**config.mk**
```make
export PLATFORM = sky130hd
export DESIGN_NAME = spinn_pkt_tx
export DESIGN_NICKNAME = d
export VERILOG_FILES = /design/src/rtl/spinn_link_pkg.sv /design/src/rtl/spinn_sync.sv /design/src/rtl/spinn_pkt_tx.sv
export SDC_FILE = /design/constraint.sdc
export NUM_CORES = 1
export LEC_CHECK = 0
export CAP_MARGIN = 20
export CELL_PAD_IN_SITES_DETAIL_PLACEMENT = 1
export CELL_PAD_IN_SITES_GLOBAL_PLACEMENT = 2
export CORE_AREA = 2 2 139 141
export DETAILED_ROUTE_END_ITERATION = 16
export DIE_AREA = 0 0 141 143
export GPL_TIMING_DRIVEN = 0
export PLACE_DENSITY_LB_ADDON = 0.3
export SETUP_SLACK_MARGIN = 0.4
export SLEW_MARGIN = 20
export SYNTH_ARGS = -nofsm -noshare
export SYNTH_HDL_FRONTEND = slang
export SYNTH_SLANG_ARGS = --single-unit
```
**constraint.sdc**
```tcl
create_clock -name clk -period 2 [get_ports clk]
set_clock_uncertainty 0.15 [all_clocks]
set_input_delay 0.3 -clock clk [delete_from_list [all_inputs] [get_ports clk]]
set_output_delay 0.3 -clock clk [all_outputs]
set_load 0.05 [all_outputs]
```
**src/rtl/spinn_link_pkg.sv**
```systemverilog
// Shared definitions for the SpiNNaker 2-of-7 link transmitter.
// Holds the nibble/EOP toggle masks, a nibble-to-mask helper, the symbol
// counts for short and long packets, the header bit positions and the
// transmitter state encoding.
package spinn_link_pkg;

  localparam int SYM_IDX_W = 5;

  // Symbol counts include the terminating EOP
  localparam int SHORT_SYMS = 11;
  localparam int LONG_SYMS  = 19;
  localparam logic [SYM_IDX_W-1:0] SHORT_LAST = SYM_IDX_W'(SHORT_SYMS - 1);
  localparam logic [SYM_IDX_W-1:0] LONG_LAST  = SYM_IDX_W'(LONG_SYMS - 1);

  localparam int HDR_PARITY_BIT  = 0;
  localparam int HDR_PAYLOAD_BIT = 1;

  localparam logic [6:0] EOP_MASK = 7'h60;

  // Each entry toggles exactly two of the seven link wires
  localparam logic [6:0] SYM_CODE [16] = '{
    7'h11, 7'h12, 7'h14, 7'h18,
    7'h21, 7'h22, 7'h24, 7'h28,
    7'h41, 7'h42, 7'h44, 7'h48,
    7'h03, 7'h06, 7'h0C, 7'h09
  };

  typedef enum logic [1:0] {
    ST_IDLE     = 2'd0,
    ST_SEND     = 2'd1,
    ST_WAIT_ACK = 2'd2
  } tx_state_e;

  function automatic logic [6:0] nibble_mask(input logic [3:0] nib);
    return SYM_CODE[nib];
  endfunction

endpackage

```
**src/rtl/spinn_sync.sv**
```systemverilog
// N-stage flop synchroniser for a single asynchronous level.
// Ports: clk, rst_n (async active-low), d (async input), q (synchronised).
module spinn_sync #(
  parameter int STAGES = 2
) (
  input  logic clk,
  input  logic rst_n,
  input  logic d,
  output logic q
);

  logic [STAGES-1:0] sync_q;
  logic [STAGES-1:0] sync_d;

  always_comb begin
    sync_d = {sync_q[STAGES-2:0], d};
  end

  always_ff @(posedge clk or negedge rst_n) begin
    if (!rst_n) sync_q <= '0;
    else        sync_q <= sync_d;
  end

  assign q = sync_q[STAGES-1];

endmodule

```
**src/rtl/spinn_pkt_tx.sv**
```systemverilog
// SpiNNaker link transmit stage: accepts a 72-bit packet on a valid/ready
// handshake and sends it as 2-of-7 NRZ symbols, least significant nibble
// first, followed by EOP. Each symbol waits for a transition on ack_in.
// Ports: clk, rst_n, ipkt_data/ipkt_vld/ipkt_rdy (packet input),
// data_2of7 (link data), ack_in (async link ack), tx_busy, pkt_cnt
// (packets completed), spurious_ack (sticky ack-while-idle flag).
//
// state       | meaning
// ST_IDLE     | ready for a packet; ack transitions flag spurious_ack
// ST_SEND     | one cycle: toggle the wires for symbol sym_idx
// ST_WAIT_ACK | waiting for the link ack of the last emitted symbol
module spinn_pkt_tx
  import spinn_link_pkg::*;
#(
  parameter int SYNC_STAGES = 2,
  parameter int CNT_WIDTH   = 16
) (
  input  logic                 clk,
  input  logic                 rst_n,
  input  logic [71:0]          ipkt_data,
  input  logic                 ipkt_vld,
  output logic                 ipkt_rdy,
  output logic [6:0]           data_2of7,
  input  logic                 ack_in,
  output logic                 tx_busy,
  output logic [CNT_WIDTH-1:0] pkt_cnt,
  output logic                 spurious_ack
);

  tx_state_e              state_q, state_d;
  logic [71:0]            shreg_q, shreg_d;
  logic [SYM_IDX_W-1:0]   last_q, last_d;
  logic [SYM_IDX_W-1:0]   sym_idx_q, sym_idx_d;
  logic [6:0]             data_q, data_d;
  logic [CNT_WIDTH-1:0]   cnt_q, cnt_d;
  logic                   spur_q, spur_d;
  logic                   ack_prev_q, ack_prev_d;
  logic                   rdy_q, rdy_d;
  logic                   busy_q, busy_d;
  logic                   ack_s;
  logic                   ack_ev;

  spinn_sync #(.STAGES(SYNC_STAGES)) u_ack_sync (
    .clk   (clk),
    .rst_n (rst_n),
    .d     (ack_in),
    .q     (ack_s)
  );

  assign ack_ev = ack_s ^ ack_prev_q;

  always_comb begin
    state_d    = state_q;
    shreg_d    = shreg_q;
    last_d     = last_q;
    sym_idx_d  = sym_idx_q;
    data_d     = data_q;
    cnt_d      = cnt_q;
    spur_d     = spur_q;
    ack_prev_d = ack_prev_q;

    case (state_q)
      ST_IDLE: begin
        ack_prev_d = ack_s;
        if (ack_ev) spur_d = 1'b1;
        if (ipkt_vld) begin
          shreg_d   = ipkt_data;
          last_d    = ipkt_data[HDR_PAYLOAD_BIT] ? LONG_LAST : SHORT_LAST;
          sym_idx_d = '0;
          state_d   = ST_SEND;
        end
      end
      ST_SEND: begin
        // ack_prev is frozen here so an ack arriving now is seen in WAIT_ACK
        if (sym_idx_q == last_q) begin
          data_d = data_q ^ EOP_MASK;
        end else begin
          data_d  = data_q ^ nibble_mask(shreg_q[3:0]);
          shreg_d = {4'h0, shreg_q[71:4]};
        end
        state_d = ST_WAIT_ACK;
      end
      ST_WAIT_ACK: begin
        ack_prev_d = ack_s;
        if (ack_ev) begin
          if (sym_idx_q != last_q) begin
            sym_idx_d = sym_idx_q + SYM_IDX_W'(1);
            state_d   = ST_SEND;
          end else begin
            cnt_d   = cnt_q + CNT_WIDTH'(1);
            state_d = ST_IDLE;
          end
        end
      end
      default: state_d = ST_IDLE;
    endcase

    rdy_d  = (state_d == ST_IDLE);
    busy_d = (state_d != ST_IDLE);
  end

  always_ff @(posedge clk or negedge rst_n) begin
    if (!rst_n) begin
      state_q    <= ST_IDLE;
      shreg_q    <= '0;
      last_q     <= '0;
      sym_idx_q  <= '0;
      data_q     <= '0;
      cnt_q      <= '0;
      spur_q     <= 1'b0;
      ack_prev_q <= 1'b0;
      rdy_q      <= 1'b1;
      busy_q     <= 1'b0;
    end else begin
      state_q    <= state_d;
      shreg_q    <= shreg_d;
      last_q     <= last_d;
      sym_idx_q  <= sym_idx_d;
      data_q     <= data_d;
      cnt_q      <= cnt_d;
      spur_q     <= spur_d;
      ack_prev_q <= ack_prev_d;
      rdy_q      <= rdy_d;
      busy_q     <= busy_d;
    end
  end

  assign ipkt_rdy     = rdy_q;
  assign data_2of7    = data_q;
  assign tx_busy      = busy_q;
  assign pkt_cnt      = cnt_q;
  assign spurious_ack = spur_q;

endmodule
```
Logic cells by family:
Scale: 3 px per um.
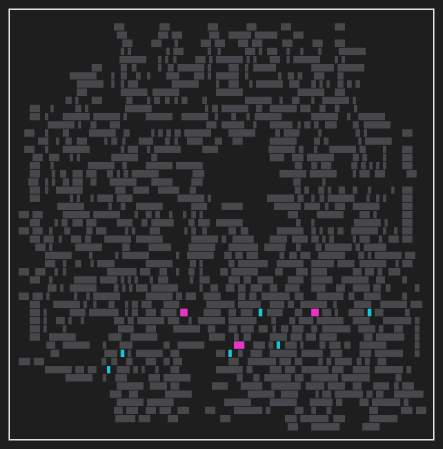
colour	family	cells
magenta	AND-OR and OR-AND gates	3
cyan	inverters	6

Met3 routing:
Scale: 2 px per um.
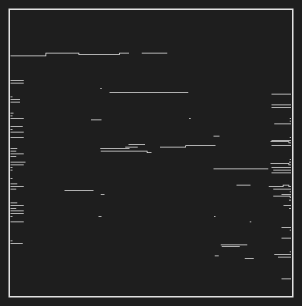
share of all routed wire	3.4%
longest straight run	39.1 um
Detailed Route WL: 17100 um
met3 GRT Util: 0.0245
via count: 4805

Routing congestion:
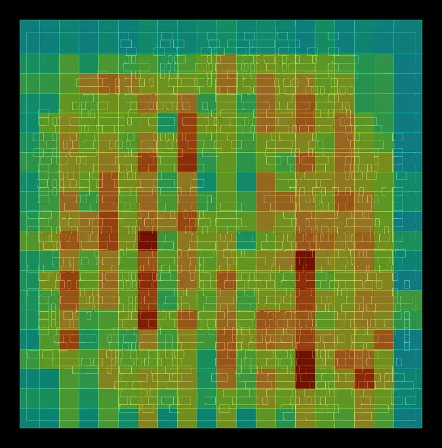
WL/cell: 17.7 um
met1 Use GR: 0.227

Drive-strength map:
Scale: 3 px per um.
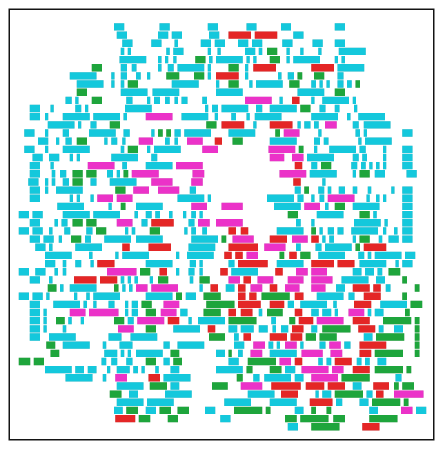
colour	size	cells
red	drive 3 to 4	72
magenta	drive 6 and up	66
cyan	drive 1 or less	475
green	drive 2	122
final setup margin: 0.168 ns
Area Growth Syn to Fin: 64.4%
nonclk buf count: 199
design area: 8490 um2

M2 wires:
Scale: 2 px per um.
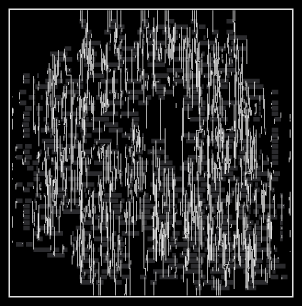
wire length on this layer	8300 um
main direction	vertical
nets with wire on the layer	722
share of all routed wire	48%
longest straight run	52.7 um
GR Util met2: 0.273

==> results.sh <==
# flow metrics
export IMPL_fp_nets=648
export IMPL_clock_latency_ns=0.35
export IMPL_cts_sinks=111
export IMPL_pwr_density_cell_nw_per_um2=1510
export IMPL_drv_cap=0
export IMPL_lay_top_cells="nand2_1 (152), dfrtp_1 (95), clkdlybuf4s50_1 (74)"
export IMPL_finalPower_mw=12.8
export IMPL_fill_cells=2012
export IMPL_p_comb_mw=7.18
export IMPL_swShare=0.413
export IMPL_critPathBufInv=4
export IMPL_antenna_cells=0
export IMPL_postRouteAntennaNets=0
export IMPL_drc=0
export IMPL_antenna_found_initial=0
export IMPL_slew_limit_headroom=0.664
export IMPL_hpwl_um=10800
export IMPL_netlist_instances=566
export IMPL_synthAdderAreaFrac=0.0145
export IMPL_num_nonclk_inverters=6
export IMPL_cts_setup_buffers=34
export IMPL_regArea_um2=2800
export IMPL_core_area_um2=18600
export IMPL_chipArea_um2=20200
export IMPL_cp_depth=8
export IMPL_cts_buffers=9
export IMPL_edf_count=0
export IMPL_final_cells=969
export IMPL_synth_area_um2=5160
export IMPL_grt_pass1_vias=5042
export IMPL_p_seq_mw=3.94
export IMPL_fmax_ghz=0.546
export IMPL_top_register="shreg_q"
export IMPL_hold_viol=0
export IMPL_postCtsResizedCells=223
export IMPL_compound_area_frac=0.110
export IMPL_clock_buffer_count=12
export IMPL_synthSimpleGateAreaFrac=0.238
export IMPL_muxShareOfSynthArea=0.00848
export IMPL_clk_power_mw=1.65
export IMPL_nMultiInputCombCells=405
export IMPL_worst_setup_path_type="flop to flop"
export IMPL_port_buffers=101
export IMPL_min_to="u_ack_sync.sync_q[1]"
export IMPL_comb_area_um2=3000
export IMPL_final_nets=814
export IMPL_ctsHoldBuffers=1
export IMPL_top_logic_kind="simple AND/OR/NAND/NOR gates"
export IMPL_status="completed"
export IMPL_die_y_um=143
export IMPL_pwr_share_clk=0.129
export IMPL_cts_tree="yes"
export IMPL_synthArstFlopShare=1.00
export IMPL_hold_class="flop to flop"
export IMPL_combPwrFrac=0.562
export IMPL_whs_ns=0.200
export IMPL_setup_worst_path_end="shreg_q[55]"
export IMPL_rows=50
export IMPL_grt_max_degree=63
export IMPL_dp_cells=902
export IMPL_synthDistinctLibCells=36
export IMPL_crit_path_start="sym_idx_q[3]"
export IMPL_ys_cells=566
export IMPL_yosysWarnings=0
export IMPL_fin_crit_ns=1.83
export IMPL_highest_layer="met4"
export IMPL_clk_pin_slew_ns=0.07
export IMPL_dr_pass1_iters=4
export IMPL_globalplace_congestion=0.766
export IMPL_met1Wirelength_um=8050
export IMPL_crit_family="buffers and inverters"
export IMPL_seq_share=0.330
export IMPL_chipWidth_um=141
## cells in the mapped netlist (2+ instances only)
library cell | number | area (um2)
ha_1 | 6 | 75.1
a31oi_1 | 68 | 425
and2_1 | 3 | 18.8
clkbuf_1 | 27 | 101
and4_1 | 2 | 17.5
buf_2 | 14 | 70.1
nand2_1 | 158 | 593
o21ai_0 | 9 | 45.0
xnor2_1 | 12 | 105
dfrtp_1 | 110 | 2750
nand3_1 | 13 | 65.1
inv_1 | 6 | 22.5
nand2b_1 | 4 | 25.0
nor2_1 | 6 | 22.5
nor3_1 | 79 | 395
o2bb2ai_1 | 2 | 17.5
nor2b_1 | 4 | 25.0
nand4_1 | 3 | 18.8
and3_1 | 3 | 18.8
buf_4 | 3 | 22.5
mux2_2 | 3 | 33.8
xor2_1 | 17 | 149
